**config.mk**
```make
export PLATFORM = sky130hd
export DESIGN_NAME = wb_arbiter
export DESIGN_NICKNAME = d
export VERILOG_FILES = /design/src/rtl/wb_arbiter.sv
export SDC_FILE = /design/constraint.sdc
export NUM_CORES = 1
export LEC_CHECK = 0
export ABC_AREA = 1
export CAP_MARGIN = 5
export CORE_MARGIN = 4
export CORE_UTILIZATION = 34
export CTS_BUF_LIST = sky130_fd_sc_hd__clkbuf_8
export DETAILED_ROUTE_END_ITERATION = 7
export GPL_TIMING_DRIVEN = 0
export PLACE_DENSITY = 0.93
export SYNTH_ARGS = -nofsm -noshare
export SYNTH_HDL_FRONTEND = slang
export SYNTH_SLANG_ARGS = --single-unit
```
**constraint.sdc**
```tcl
create_clock -name clk -period 2.2 [get_ports clk]
set_input_delay 0.44 -clock clk [delete_from_list [all_inputs] [get_ports clk]]
set_output_delay 0.44 -clock clk [all_outputs]
set_load 0.005 [all_outputs]
```
**src/rtl/wb_arbiter.sv**
```systemverilog
// -----------------------------------------------------------------------------
// wb_arbiter
// Writeback-port arbiter for UNITS execution units sharing one register-file
// write port. Requests, grants and acks are active-low. The grant (wb_ack_,
// grant_e_, grant_rd) is combinational in the request cycle; wb_sel/wb_sel_e_
// are registered so the selected unit writes back in the following cycle.
//
// Build option: define WB_ARB_RR_EN for rotating priority with a per-unit
// starvation guard (4-bit saturating wait counters, a waiter at 15 wins
// outright). Without the macro, arbitration is fixed priority (unit 0
// highest) and the pointer / wait counters are not built. Ports are the
// same in both builds.
//
// RF_W is the width of a register-file index (the RegFile_t payload).
// -----------------------------------------------------------------------------
module wb_arbiter #(
  parameter int UNITS = 4,
  parameter int SEL   = $clog2(UNITS),
  parameter int RF_W  = 5
) (
  input  logic                       clk,
  input  logic                       reset_,
  input  logic                       flush_,
  input  logic                       wb_stall_,
  input  logic [UNITS-1:0]           wb_req_,
  input  logic [UNITS-1:0][RF_W-1:0] pre_wb_rd,
  output logic [UNITS-1:0]           wb_ack_,
  output logic                       grant_e_,
  output logic [RF_W-1:0]            grant_rd,
  output logic [SEL-1:0]             wb_sel,
  output logic                       wb_sel_e_,
  output logic                       busy
);

  // Expand a unit index into a one-hot vector.
  function automatic logic [UNITS-1:0] idx_to_onehot(input logic [SEL-1:0] idx);
    logic [UNITS-1:0] oh;
    oh = '0;
    for (int i = 0; i < UNITS; i++) begin
      oh[i] = (idx == SEL'(i)) ? 1'b1 : 1'b0;
    end
    return oh;
  endfunction

  // Active-high view of the request vector.
  logic [UNITS-1:0] req_s;
  // Winner of this cycle's arbitration, before flush/stall/reset qualification.
  logic [SEL-1:0]   pick_idx_s;
  logic             pick_valid_s;
  // Qualified grant and its one-hot form.
  logic             grant_s;
  logic [UNITS-1:0] gnt_vec_s;
  // Registered writeback select for the cycle after the grant.
  logic [SEL-1:0]   wb_sel_r;
  logic             wb_sel_e_r;

`ifdef WB_ARB_RR_EN
  localparam logic [SEL:0] UNITS_W = (SEL+1)'(UNITS);
  localparam logic [3:0]   WAIT_MAX = 4'd15;

  // Rotating priority pointer: the first index searched next cycle.
  logic [SEL-1:0]        ptr_r;
  // Per-unit count of cycles spent requesting without a grant.
  logic [UNITS-1:0][3:0] wait_cnt_r;
  // Units whose wait counter has saturated.
  logic [UNITS-1:0]      starve_s;
  // Search position (ptr + offset) before the modulo wrap.
  logic [SEL:0]          pos_s;

  // Pointer increment modulo UNITS (UNITS need not be a power of two).
  function automatic logic [SEL-1:0] next_ptr(input logic [SEL-1:0] idx);
    logic [SEL:0] nxt;
    nxt = {1'b0, idx} + {{SEL{1'b0}}, 1'b1};
    return (nxt >= UNITS_W) ? '0 : nxt[SEL-1:0];
  endfunction

  // Pick a winner: saturated waiters first (lowest index), otherwise search upward from ptr.
  always_comb begin
    req_s        = ~wb_req_;
    pick_idx_s   = '0;
    pick_valid_s = |req_s;
    pos_s        = '0;
    starve_s     = '0;
    for (int i = 0; i < UNITS; i++) begin
      starve_s[i] = req_s[i] & (wait_cnt_r[i] == WAIT_MAX);
    end
    if (|starve_s) begin
      // Descending scan so the lowest starving index is written last.
      for (int i = UNITS - 1; i >= 0; i--) begin
        pick_idx_s = starve_s[i] ? SEL'(i) : pick_idx_s;
      end
    end else begin
      // Descending offset scan so the closest requester at or after ptr wins.
      for (int k = UNITS - 1; k >= 0; k--) begin
        pos_s      = {1'b0, ptr_r} + (SEL+1)'(k);
        pos_s      = (pos_s >= UNITS_W) ? (pos_s - UNITS_W) : pos_s;
        pick_idx_s = req_s[pos_s[SEL-1:0]] ? pos_s[SEL-1:0] : pick_idx_s;
      end
    end
  end

  // Advance the pointer past each granted unit; flush and idle cycles leave it alone.
  always_ff @(posedge clk or negedge reset_) begin
    if (!reset_) begin
      ptr_r <= '0;
    end else if (grant_s) begin
      ptr_r <= next_ptr(pick_idx_s);
    end else begin
      ptr_r <= ptr_r;
    end
  end

  // Age waiting requesters; a grant clears its own counter, a flush clears all.
  always_ff @(posedge clk or negedge reset_) begin
    if (!reset_) begin
      wait_cnt_r <= '0;
    end else if (!flush_) begin
      wait_cnt_r <= '0;
    end else begin
      for (int i = 0; i < UNITS; i++) begin
        if (gnt_vec_s[i]) begin
          wait_cnt_r[i] <= 4'd0;
        end else if (req_s[i] && (wait_cnt_r[i] != WAIT_MAX)) begin
          wait_cnt_r[i] <= wait_cnt_r[i] + 4'd1;
        end else begin
          wait_cnt_r[i] <= wait_cnt_r[i];
        end
      end
    end
  end
`else
  // Fixed priority: the lowest requesting index wins.
  always_comb begin
    req_s        = ~wb_req_;
    pick_idx_s   = '0;
    pick_valid_s = |req_s;
    // Descending scan so the lowest requesting index is written last.
    for (int i = UNITS - 1; i >= 0; i--) begin
      pick_idx_s = req_s[i] ? SEL'(i) : pick_idx_s;
    end
  end
`endif

  // Qualify the winner: nothing is granted under reset, flush or a busy write port.
  always_comb begin
    grant_s   = reset_ & flush_ & wb_stall_ & pick_valid_s;
    gnt_vec_s = grant_s ? idx_to_onehot(pick_idx_s) : '0;
  end

  // Capture this cycle's grant as next cycle's writeback select.
  always_ff @(posedge clk or negedge reset_) begin
    if (!reset_) begin
      wb_sel_r   <= '0;
      wb_sel_e_r <= 1'b1;
    end else if (grant_s) begin
      wb_sel_r   <= pick_idx_s;
      wb_sel_e_r <= 1'b0;
    end else begin
      wb_sel_r   <= wb_sel_r;
      wb_sel_e_r <= 1'b1;
    end
  end

  // Grant-cycle outputs are combinational; a flush in the writeback cycle cancels it.
  always_comb begin
    wb_ack_   = ~gnt_vec_s;
    grant_e_  = ~grant_s;
    grant_rd  = grant_s ? pre_wb_rd[pick_idx_s] : '0;
    busy      = reset_ & (|req_s) & ~grant_s;
    wb_sel    = wb_sel_r;
    wb_sel_e_ = wb_sel_e_r | ~flush_;
  end

endmodule
```
==> run_1/m2.png <==
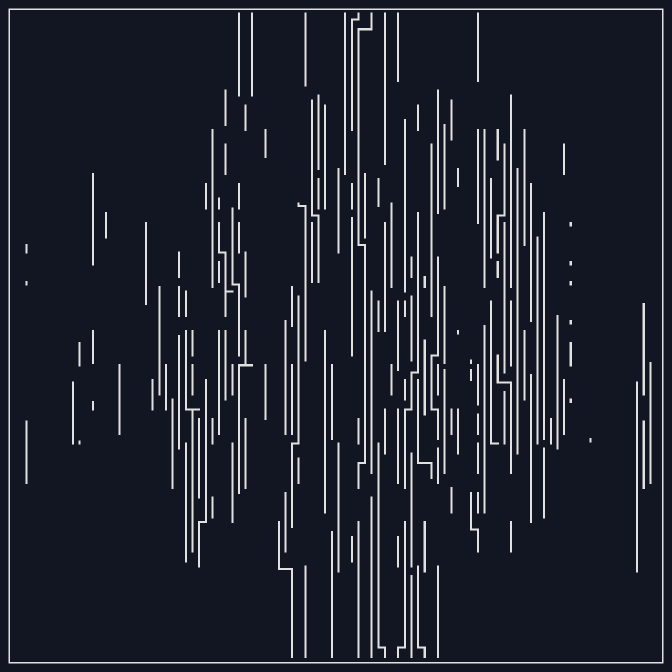
longest straight run: 19.7 µm
share of all routed wire: 51%
main direction: vertical
Total Wirelength: 1830 µm
via count: 701
met2 usage in global routing: 36.2%

==> run_1/congestion_map.png <==
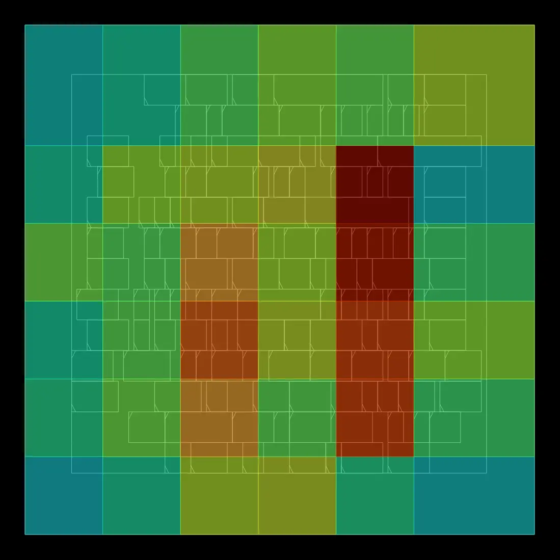
final core occ: 77.4%
met1 track utilization from global routing: 20.2%

==> run_1/layers.png <==
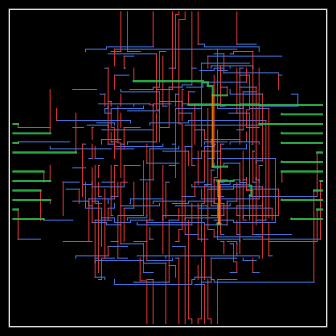
| layer | colour | wire length |
|---|---|---|
| M1 | blue | 744 µm |
| M3 | green | 131 µm |
| M2 | red | 944 µm |
| M4 | orange | 16.3 µm |
average wire per cell in the routed design: 12.6 µm
Global Route Usage Sum: 19.0%

==> summary.txt, run 1 <==
Results of the full flow below.

Routing:
- The run puts the count of antenna-violating nets left after detailed routing at 0.
- In this run, the number of DRC markers left after iteration 0 of detailed routing was 14.
- The run puts the number of search-and-repair iterations in the first detailed-routing pass at 4.
- Dividing the detail-routed via count by the number of cells gives approximately 4.8.
- The run puts the residual DRC count at 0.

Timing:
- Per the timing report, the achievable frequency comes out to 464 MHz.
- The run gives the slew at the pin closest to its max-slew limit as 0.264 ns.
- The run puts the count of final setup violators at 0.
- The run gives the post-layout minimum cycle time as 2.15 ns.
- The run gives the number of max-slew violations in the final report as 0.
- For the final database, setup skew stands at 0 ns.
- The run puts the count of endpoints failing hold in the final timing report at 0.
- The run puts the final worst-path cycle share at 97.9%.
- The run gives the relative slew slack as 82.4%.

Pwr:
- The run puts the proportion of power drawn by the clock network at 42.8%.
- The switching component of the power was reported as 107 µW.
- Per the summary, power density relative to cell area is 371 mW/mm².
- The run puts the cell-internal power at 266 µW.
- The run puts the power consumed by combinational cells at 147 µW.
- Per report_power, the Clock row totals around 160 µW.
- The run gives the total power after layout as 374 µW.
- The worst-case IR drop observed on VDD is roughly 280 µV.
- The flow reports that sequential cells draw approximately 18% of the design power.
- The run puts the combinational group share of total power at 39.2%.
- The run puts the leakage dissipation at ~0.51 nW.
- The run gives the top power group as clock.
- The run gives the switching fraction of total power as 28.8%.
- The run puts the total sequential power at 67.0 µW.

Run:
- The run gives the number of warnings the tools reported as 26.
- The run gives the count of max-cap constraint violations as 0.

Clocking:
- Looking at the clock tree report, the root buffer type is sky130_fd_sc_hd__clkbuf_8.
- The run gives the total clock buffers created by CTS as 3.
- The run gives the clock network latency to the later pin of the worst-skew pair as 0.22 ns.
- Clock tree synthesis found a total of 3 sinks.
- The run gives the number of buffers on the longest clock path as 2.
- Looking at the worst setup and hold paths, the clock pins of their registers show a slew of 0.03 ns.
- In this run the number of H-tree levels came out at 1.
- The run gives the TritonCTS clock tree as built.

Cells and area:
- Leaving out fill and tap cells, the most frequent cells in the layout are sky130_fd_sc_hd__nand2_1 (24), sky130_fd_sc_hd__clkdlybuf4s50_1 (24), sky130_fd_sc_hd__inv_1 (14).
- The net count of the finished layout is 160.
- Registers take approximately 76 µm².
- The run puts the number of inserted diodes at 0.
- The run gives the total of fill cells in the finished design as approximately 96.
- The finished layout holds 146 standard cells, fillers aside.
- The run puts the synthesis-to-finish area growth at 114%.
- The run puts the layout cell share with drive strength beyond 1 at approximately a quarter.
- The run gives the summed area of non-filler cells in the final layout as a little over 0.001 mm².

Status:
- The flow ran to the end, and the final reports show no timing, DRC or antenna violations.

Placement:
- The run gives the number of cells after detailed placement as 133.
- The run puts the count of port buffers added during placement at 41.
- The run gives the last weighted congestion value of the routability-driven placer as about 0.86.
- The run gives the HPWL reported at the end of detailed placement as 1330 µm.
- The run puts the post-placement cell area at 900 µm².

Worst setup path:
- The run gives the critical path buffer and inverter count as 4.
- The run gives the maximum fanout count along the critical path as 5.
- The run gives the reg-to-reg critical path endpoint as wb_sel[0].
- The run gives the cell count of the worst reg-to-reg path as 2.
- The run puts the data required time of the worst path at 1.76 ns.
- The run gives the end point of the critical path as grant_rd[2].
- The run gives the startpoint type of the worst setup path as a primary input.
- The run gives the critical path endpoint category as an output pin.
- The run gives the startpoint of the worst setup timing path as wb_req_[1].
- The worst setup path is of the in2out kind.
- The run puts the signal arrival time at the worst endpoint at 1.71 ns.
- The run gives the slowest cell on the critical path as sky130_fd_sc_hd__dlygate4sd2_1.
- The run puts the flop-to-flop setup slack at 1.57 ns.
- The run gives the delay of the slowest cell on the worst path as 0.26 ns.
- Looking at the reg2reg group, the worst path starts from wb_sel[0].
- Among cell families on the critical path, the largest total delay comes from buffers and inverters.
- The run gives the number of cells on the critical path as 9.

Synthesis:
- After synthesis the cells add up to approximately 470 µm².
- The cell count after synthesis came out at roughly 77.
- The run gives the floorplan net count as around 110.
- The run puts the flip-flop and latch count after synthesis at 3.
- The synthesis report lists the Yosys warning total as 0.
- The run gives the part of the Yosys area used for sequential elements as 16.2%.
- The run puts the number of distinct library cell variants in the gate-level netlist after synthesis at 20.
- The run puts the Yosys chip area at 470 µm².
- The run gives the yosys cell count as 77.

Die:
- At the floorplan stage, the core utilization is reported as 36.2%.
- The run gives the y dimension of the die as between 40 and 50 µm.
- The run puts the full die area at between 0.002 and 0.0025 mm².
- The report lists the number of standard-cell rows as 13.
- After floorplanning, the core was sized to cover 0.00130 mm².

Global route:
- The first global-routing pass estimated 2820 µm of wire.
- The total overflow left after global routing is 0.
- The number of global-route vias before repair came to 686.
- The number of antenna violations at the first check in global routing came to 0.
[run 1: Yosys cell counts, drive strengths merged]
| cell type | instances |
|---|---|
| dfrtp | 2 |
| clkinv | 1 |
| o21ai | 5 |
| nand4 | 1 |
| dfstp | 1 |
| a21oi | 2 |
| nor3b | 1 |
| nor2 | 6 |
| nor3 | 1 |
| nand3 | 13 |
| inv | 15 |
| nand2 | 29 |
[run 1: layer usage]
metal  track usage, %  part of all wire, %
met5                0                    0
met4             4.68                 0.87
met3             5.18                  7.1
met2             36.2                   51
met1             20.2                   41
[run 1: state kept, by name (all words and copies together), names as in the netlist]
| name | cells |
|---|---|
| wb_sel | 2 |
| wb_sel_e_r | 1 |
[run 1: kinds of logic after synthesis]
kind of cell / after synthesis / synth area share (%)
AOI/OAI and AO/OA: 7 / 9.84
buffers and inverters: 16 / 13.8
DFF: 3 / 16.2
and+or+nand+nor: 51 / 60.1
[run 1: stage by stage]
| step | setup WS (ns) | hold slack (ns) | TNS (ns) |
|---|---|---|---|
| after global placement | -0.450 | 0.470 | -3.64 |
| after detailed placement | -0.498 | 0.487 | -4.06 |
| after CTS | 0.0504 | 0.194 | 0 |
| final | 0.0461 | 0.163 | 0 |
| after floorplan | 0.732 | 0.144 | 0 |
| after global routing | -0.00212 | 0.171 | -0.00256 |
[run 1: final cells by class]
type | instances | area share, %
clock buffer | 3 | 4.10
clock inverter | 1 | 0.373
inverter | 16 | 6.46
multi-input combinational | 58 | 33.9
sequential | 3 | 7.58
tap | 15 | 1.86
timing repair buffer | 50 | 45.7
[run 1: what timing repair did]
item / in CTS / in global routing
setup endpoints to repair: 11 / 3
pin swaps: 4 / 1
setup buffers: 8 / 1
resized: 25 / 4
hold buffers: 0 / 0
==> run 2, diff against run 1 <==
--- a/config.mk
+++ b/config.mk
@@ -10,6 +10,7 @@
 export CORE_MARGIN = 4
 export CORE_UTILIZATION = 34
 export CTS_BUF_LIST = sky130_fd_sc_hd__clkbuf_8
+export CTS_CLUSTER_SIZE = 25
 export DETAILED_ROUTE_END_ITERATION = 7
 export GPL_TIMING_DRIVEN = 0
 export PLACE_DENSITY = 0.93
==> run 2 against run 1 <==
Effect of this change:
- largest power group unchanged
- combinational power hardly changed
- critical path depth stayed put
- critical endpoint unchanged
- register-to-register slack hardly changed
- core utilization stayed put
- worst hold slack stayed put
- largest cell class unchanged
==> summary.txt, run 2 <==
Results of the full flow below.

Synthesis:
- The run puts the cell area after synthesis at 470 µm².
- The run gives the commonest register cell after synthesis as sky130_fd_sc_hd__dfrtp_1.
- Synthesis inferred 3 register bits.
- The number of nets handed over by synthesis was roughly 110.
- The run gives the number of distinct library cell variants in the gate-level netlist after synthesis as 20.
- Counting instances in the post-synthesis netlist gives the leading cell types as sky130_fd_sc_hd__nand2_1 (25), sky130_fd_sc_hd__inv_1 (13), sky130_fd_sc_hd__nand3_1 (12).
- The run gives the part of the Yosys area used for sequential elements as 16.2%.
- The run gives the yosys cell count as 77.

Clocking:
- The run puts the TritonCTS sink count at 3.
- The run puts the number of buffers on the longest clock path at 2.
- CTS built an H-tree with a depth of 1.
- TritonCTS built the clock tree.
- The run puts the CTS clock-pin slew for the worst setup and hold paths at roughly 0.030 ns.
- The run puts the clock network latency to the later pin of the worst-skew pair at around 0.22 ns.

Timing:
- The run puts the number of max-slew violations in the final report at 0.
- The run puts the count of final setup violators at 0.
- The run gives the relative slew slack as 82.4%.
- The run puts the worst hold-check slack at around 0.16 ns.
- The run puts the post-layout worst setup margin at 0.0461 ns.
- The run puts the slew at the pin closest to its max-slew limit at 0.264 ns.
- The run gives the final worst-path cycle share as 97.9%.
- Subtracting the final worst setup slack from the clock period gives 2.15 ns.
- Based on the critical path, the design can be clocked at up to 464 MHz.

Pwr:
- The run puts the power attributed to the clock group at 160 µW.
- In the power breakdown, the biggest contributor is clock.
- The completed layout was analyzed and its total power is 374 µW.
- The run puts the ratio of total power to cell area at 371 mW/mm².
- The run gives the proportion of power drawn by the clock network as a little over two fifths.
- Per report_power, the Sequential row totals 67.0 µW.
- Per the breakdown, switching nets consume 28.8% of all power.

Worst setup path:
- The run puts the maximum fanout count along the critical path at 5.
- For flop-to-flop paths, the worst setup slack is 1.57 ns.
- The worst setup path is captured at an output pin.
- In the setup report, the worst path falls into the class in2out.
- The worst setup path is launched from a primary input.
- In this run the worst setup path begins at wb_req_[1].

Routing:
- Per the detail_route report, vias per standard cell equal 4.80.
- The routed design has about 1800 µm of wire.
- The first detailed-routing pass ran for 4 iterations.
- The detail route stage leaves a number of antenna-violating nets equal to 0.
- The routed layout has roughly 700 vias.
- The run puts the routed length per placed instance at 12.6 µm.
- For this run, design rule violations remaining after detail routing come to 0.

Placement:
- The run gives the last weighted congestion value of the routability-driven placer as 0.861.
- The run gives the HPWL reported at the end of detailed placement as between 1000 and 1500 µm.
- The run puts the post-placement cell area at 900 µm².
- The run gives the post-placement worst setup slack as -0.498 ns.

Die:
- The run gives the floorplan-stage core utilization as between 30% and 40%.
- The run gives the y dimension of the die as 45.2 µm.
- The run puts the full die area at 0.00204 mm².

Cells and area:
- The register with the most flip-flops in the layout has 2 of them.
- The library cells used most frequently in the layout, excluding fill and tap cells, are sky130_fd_sc_hd__nand2_1 (24), sky130_fd_sc_hd__clkdlybuf4s50_1 (24), sky130_fd_sc_hd__inv_1 (14).
- Cells with a size suffix above 1 make up about 26% of the layout.
- The run gives the final-stage net count as 160.
- The run gives the number of inserted diodes as 0.
- The run puts the post-layout utilization of the core at 77.4%.
- The run gives the synthesis-to-finish area growth as 114%.

Global route:
- The run gives the total global routing overflow as 0.
- The number of antenna violations at the first check in global routing is 0.
- The first global-routing pass estimated 2820 µm of wire.

Status:
- The flow ran to the end, and the final reports show no timing, DRC or antenna violations.

Run:
- The tool warning count for the run is 26.
run 2: cell counts in the layout (fill, tap and decap cells not counted):
Identical to the previous run, type by type.
run 2: cell families after synthesis:
logic type / Yosys count / synth area share (%)
AND/OR/NAND/NOR: 51 / 60.1
flip-flops: 3 / 16.2
AND-OR/OR-AND: 7 / 9.84
buffers and inverters: 16 / 13.8
run 2: worst max-delay path, cell delays in order:
cell,delay (ns)
sky130_fd_sc_hd__clkdlybuf4s15_1,0.23
sky130_fd_sc_hd__nand2_4,0.11
sky130_fd_sc_hd__nor2_4,0.19
sky130_fd_sc_hd__nor2_8,0.06
sky130_fd_sc_hd__buf_4,0.14
sky130_fd_sc_hd__buf_4,0.13
sky130_fd_sc_hd__nand3_1,0.07
sky130_fd_sc_hd__nand3_1,0.08
sky130_fd_sc_hd__dlygate4sd2_1,0.26
run 2: final timing paths:
path / to / cells past startpoint
worst max-delay path: grant_rd[2] / 9
worst min-delay path: wb_sel[0] / 1
worst max register to register: wb_sel[0] / 2
worst min register to register: wb_sel[1] / 2
max in group asynchronous: wb_sel_e_r / 1
min in group clk: wb_sel[1] / 2
run 2: area by class of cell:
type	count	area, µm²
Clock buffer	3	41.3
Clock inverter	1	3.75
Fill cell	96	294
Inverter	16	65.1
Multi-Input combinational cell	58	342
Sequential cell	3	76.3
Tap cell	15	18.8
Timing Repair Buffer	50	460
run 2: routing by layer:
metal  global-route usage [%]  wire (µm)
met3                     5.18        130
met5                        0          0
met2                     36.2        944
met4                     4.68         16
met1                     20.2        743
run 2: repair_timing:
action,4_1_cts,5_1_grt
buffers inserted,8,1
hold endpoints to repair,0,0
pin swaps,4,1
endpoints found under the setup margin,11,3
resized,25,4
==> run_2/gates.png <==
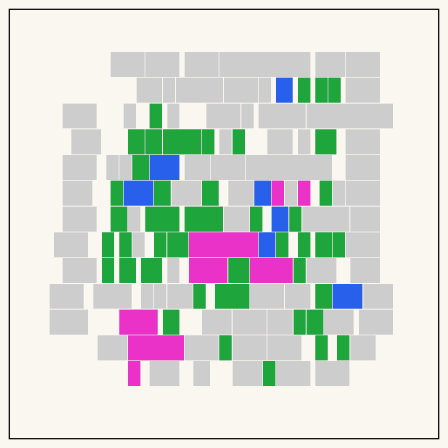
| family | colour | cells |
|---|---|---|
| nand cells | green | 43 |
| aoi and oai cells | blue | 7 |
| nor cells | magenta | 8 |
combinational share of cell area: 33.9%
final instance count without filler cells: 146

==> run 3, diff against run 2 <==
--- a/config.mk
+++ b/config.mk
@@ -10,7 +10,7 @@
 export CORE_MARGIN = 4
 export CORE_UTILIZATION = 34
 export CTS_BUF_LIST = sky130_fd_sc_hd__clkbuf_8
-export CTS_CLUSTER_SIZE = 25
+export CTS_CLUSTER_SIZE = 40
 export DETAILED_ROUTE_END_ITERATION = 7
 export GPL_TIMING_DRIVEN = 0
 export PLACE_DENSITY = 0.93
==> run 3 against run 2 <==
Effect of this change:
- non-clock buffer count is the same
- wire length unchanged
- combinational power hardly changed
- critical path depth did not move
- clock power about the same
- maximum frequency is the same
- cell area unchanged
- global-route usage unchanged
- count of clock-buffer cells in the layout unchanged
- via count unchanged
- sequential power about the same
- critical path type unchanged
==> summary.txt, run 3 <==
Results of the full flow below.

Clocking:
- The run gives the total clock buffers created by CTS as 3.
- The run puts the number of buffers on the longest clock path at 2.
- Looking at the clock tree report, the H-tree level count equals 1.
- TritonCTS reports the number of clock sinks as 3.
- TritonCTS built the clock tree.
- At the later pin of the worst-skew pair, clock insertion delay measures 0.22 ns.
- The run puts the CTS clock-pin slew for the worst setup and hold paths at 0.03 ns.
- The run gives the cell chosen for the clock root as sky130_fd_sc_hd__clkbuf_8.

Die:
- The run puts the area of the core at ~0.0013 mm².
- The floorplan has 13 rows.
- The run puts the y dimension of the die at 45.2 µm.
- The run puts the die boundary width at 45.2 µm.
- The run gives the floorplan-stage core utilization as between 30 and 40%.
- The run gives the full die area as ~0.0020 mm².
- The run puts the I/O pin count at 42.

Routing:
- TritonRoute reported its final design rule violation total as 0.
- The run puts the mean number of vias per cell at 4.80.
- After detailed routing, the average wire length per cell comes to 12.6 µm.
- The run puts the number of search-and-repair iterations in the first detailed-routing pass at 4.
- Per the log, the first TritonRoute iteration ended with a DRC count of 14.
- The run gives the total wirelength of the detailed-routed design as 1830 µm.
- The run gives the count of antenna-violating nets left after detailed routing as 0.
- For this block, the via count after detailed routing is ~700.

Run:
- The run gives the count of max-cap constraint violations as 0.
- The run gives the number of warnings the tools reported as 26.

Worst setup path:
- The run gives the maximum fanout count along the critical path as 5.
- STA puts the critical path data required time at 1.76 ns.
- The run gives the flop-to-flop setup slack as 1.57 ns.
- The run gives the reg-to-reg critical path endpoint as wb_sel[0].
- The run gives the startpoint type of the worst setup path as a primary input.
- Tracing the worst setup path back leads to its startpoint at wb_req_[1].
- The run gives the signal arrival time at the worst endpoint as 1.71 ns.
- STA classifies the critical path endpoint as an output pin.
- The setup path with the least slack is of type in2out.
- The launch point of the worst register-to-register path is recorded as wb_sel[0].
- The run gives the end point of the critical path as grant_rd[2].
- The run puts the cell count of the worst reg-to-reg path at 2.

Cells and area:
- The final antenna diode tally reported by the flow is 0.
- Compared with the post-synthesis result, the final layout area differs by 114%.
- The run puts the flip-flop count of the largest register, all copies and words added at 2.
- The run gives the layout cell share with drive strength beyond 1 as between 20% and 30%.
- The run puts the final-stage net count at 160.
- By instance count after routing, the leading logic cell types are sky130_fd_sc_hd__nand2_1 (24), sky130_fd_sc_hd__clkdlybuf4s50_1 (24), sky130_fd_sc_hd__inv_1 (14).

Synthesis:
- Yosys attributes the largest share of cell area to sky130_fd_sc_hd__nand2_1 (20%), sky130_fd_sc_hd__nand3_1 (13%), sky130_fd_sc_hd__dfrtp_1 (11%).
- The run gives the flip-flop and latch count after synthesis as 3.
- The run puts the Yosys chip area at 470 µm².
- The run puts the part of the Yosys area used for sequential elements at 16.2%.
- The netlist uses 20 different library cells.
- The run gives the post-synth tally of flip-flops with integrated enable as 0.
- By count the netlist is led by sky130_fd_sc_hd__nand2_1 (25), sky130_fd_sc_hd__inv_1 (13), sky130_fd_sc_hd__nand3_1 (12).
- The synth_stat.txt file lists the number of cells as slightly below 80.
- Per the synthesis report, the dominant area consumer among library cells is sky130_fd_sc_hd__nand2_1.
- Looking at the cell usage after synthesis, the top flip-flop cell is sky130_fd_sc_hd__dfrtp_1.
- Dividing the synthesized area by the synthesized cell count gives 6.11 µm².
- The run puts the share of the synthesized area in the top cell type at ~20%.
- The synthesis stats list as the most numerous cell sky130_fd_sc_hd__nand2_1.
- The run gives the gate count of the mapped netlist as around 77.
- Per the post-synthesis report, the nets total 105.
- The run gives the post-synthesis async set-or-reset flop share as 100%.
- The run gives the yosys warning tally as 0.
- The run gives the cell area after synthesis as 470 µm².

Timing:
- The run puts the slew at the pin closest to its max-slew limit at 0.264 ns.
- The slew check shows that the tightest pin keeps a relative margin of around 82%.
- The run puts the number of max-slew violations in the final report at 0.
- The final report lists the setup-violating endpoint count as 0.
- The run gives the count of endpoints failing hold in the final timing report as 0.
- The run gives the highest clock frequency the design can meet as 464 MHz.
- The run gives the post-layout worst setup margin as 0.0461 ns.
- The run puts the post-layout minimum cycle time at 2.15 ns.
- The run gives the final worst-path cycle share as 97.9%.
- The run gives the final clock skew as 0 ns.

Pwr:
- The power report puts the leakage power at just over 0.5 nW.
- Looking at the VDD voltage map, the peak drop is 285 µV.
- The run puts the total sequential power at 67.0 µW.
- The run puts the total power after layout at around 370 µW.
- The run puts the net switching power at 107 µW.
- The flow reports power dissipated in combinational cells as 147 µW.
- The flow reports that sequential cells draw about 18% of the design power.
- The run gives the top power group as clock.
- The run puts the cell-internal power at roughly 270 µW.
- The run puts the power attributed to the clock group at 160 µW.
- The run gives the ratio of total power to cell area as roughly 370 mW/mm².
- The run puts the switching fraction of total power at between 20% and 30%.
- The run puts the combinational group share of total power at 39.2%.
- The run gives the proportion of power drawn by the clock network as 42.8%.

Global route:
- The number of global-route vias before repair is about 700.
- The run puts the global-route wire length before repair at 2820 µm.
- The run gives the pin count of the biggest net entering global routing as 9.
- The run puts the number of antenna violations at the first check in global routing at 0.
- Across every metal layer, demand over resource in global routing totals 19.0%.
- After global routing the overflow that remains totals 0.

Placement:
- The run puts the HPWL reported at the end of detailed placement at about 1300 µm.
- The run puts the last weighted congestion value of the routability-driven placer at 0.861.
- The run gives the count of port buffers added during placement as about 41.
- The run puts the post-placement worst setup slack at -0.498 ns.

Worst hold path:
- The run gives the class of the most critical hold timing path as in2async.

Status:
- The run finished with clean final reports.
==> run 3: cells by family after synthesis <==
family,count (synthesis),share of synthesized area [%]
buffers and inverters,16,13.8
AND-OR/OR-AND,7,9.84
flip-flops,3,16.2
AND/OR/NAND/NOR,51,60.1
==> run 3: through the flow <==
stage	area, µm²	TNS (ns)	util (%)	hold slack, ns	std cells
6_report	1010	0	77.4	0.163	146
5_1_grt	1010	-0.00256	77.4	0.171	146
4_1_cts	998	0	76.7	0.194	145
3_5_place_dp	900	-4.06	69.1	0.487	133
3_3_place_gp	900	-3.64	69.1	0.470	133
2_1_floorplan	470	0	-	0.144	77
==> run 3: final cells by class <==
class	count	area, µm²
flip-flops and latches	3	76.3
well taps	15	18.8
clock buffers	3	41.3
inverters	16	65.1
repair buffers	50	460
clock inverters	1	3.75
fillers	96	294
multi-input cells	58	342
==> run 3: routing by layer <==
| metal | GRT usage, % | up-vias | routed length [µm] |
|---|---|---|---|
| met3 | 5.18 | 4 | 130 |
| met4 | 4.68 | 0 | 16 |
| li1 | - | 349 | - |
| met5 | 0 | - | 0 |
| met2 | 36.2 | 31 | 944 |
| met1 | 20.2 | 317 | 743 |
==> run 3: critical path: stages <==
cell                              delay, ns
sky130_fd_sc_hd__clkdlybuf4s15_1       0.23
sky130_fd_sc_hd__nand2_4               0.11
sky130_fd_sc_hd__nor2_4                0.19
sky130_fd_sc_hd__nor2_8                0.06
sky130_fd_sc_hd__buf_4                 0.14
sky130_fd_sc_hd__buf_4                 0.13
sky130_fd_sc_hd__nand3_1               0.07
sky130_fd_sc_hd__nand3_1               0.08
sky130_fd_sc_hd__dlygate4sd2_1         0.26
==> run 3: timing repair <==
item,in CTS,in global routing
pin swaps,4,1
hold buffers,0,0
setup endpoints to repair,11,3
buffers inserted,8,1
resized,25,4
==> run_3/congestion_map.png <==
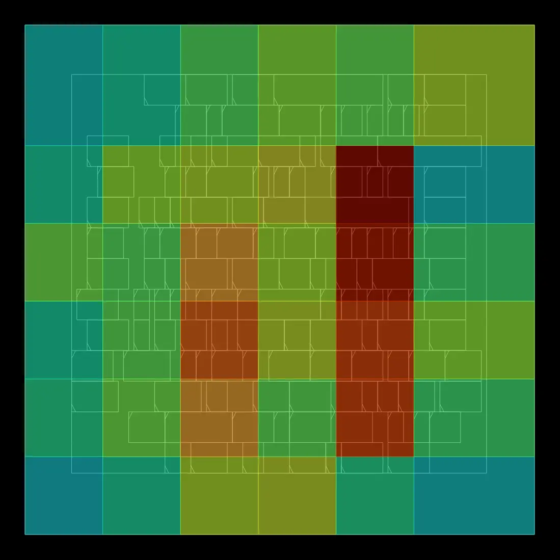
global routing's busiest layer: met2
GR Layer Usage met3: 5.18%

Power and IR drop assume default switching activity.
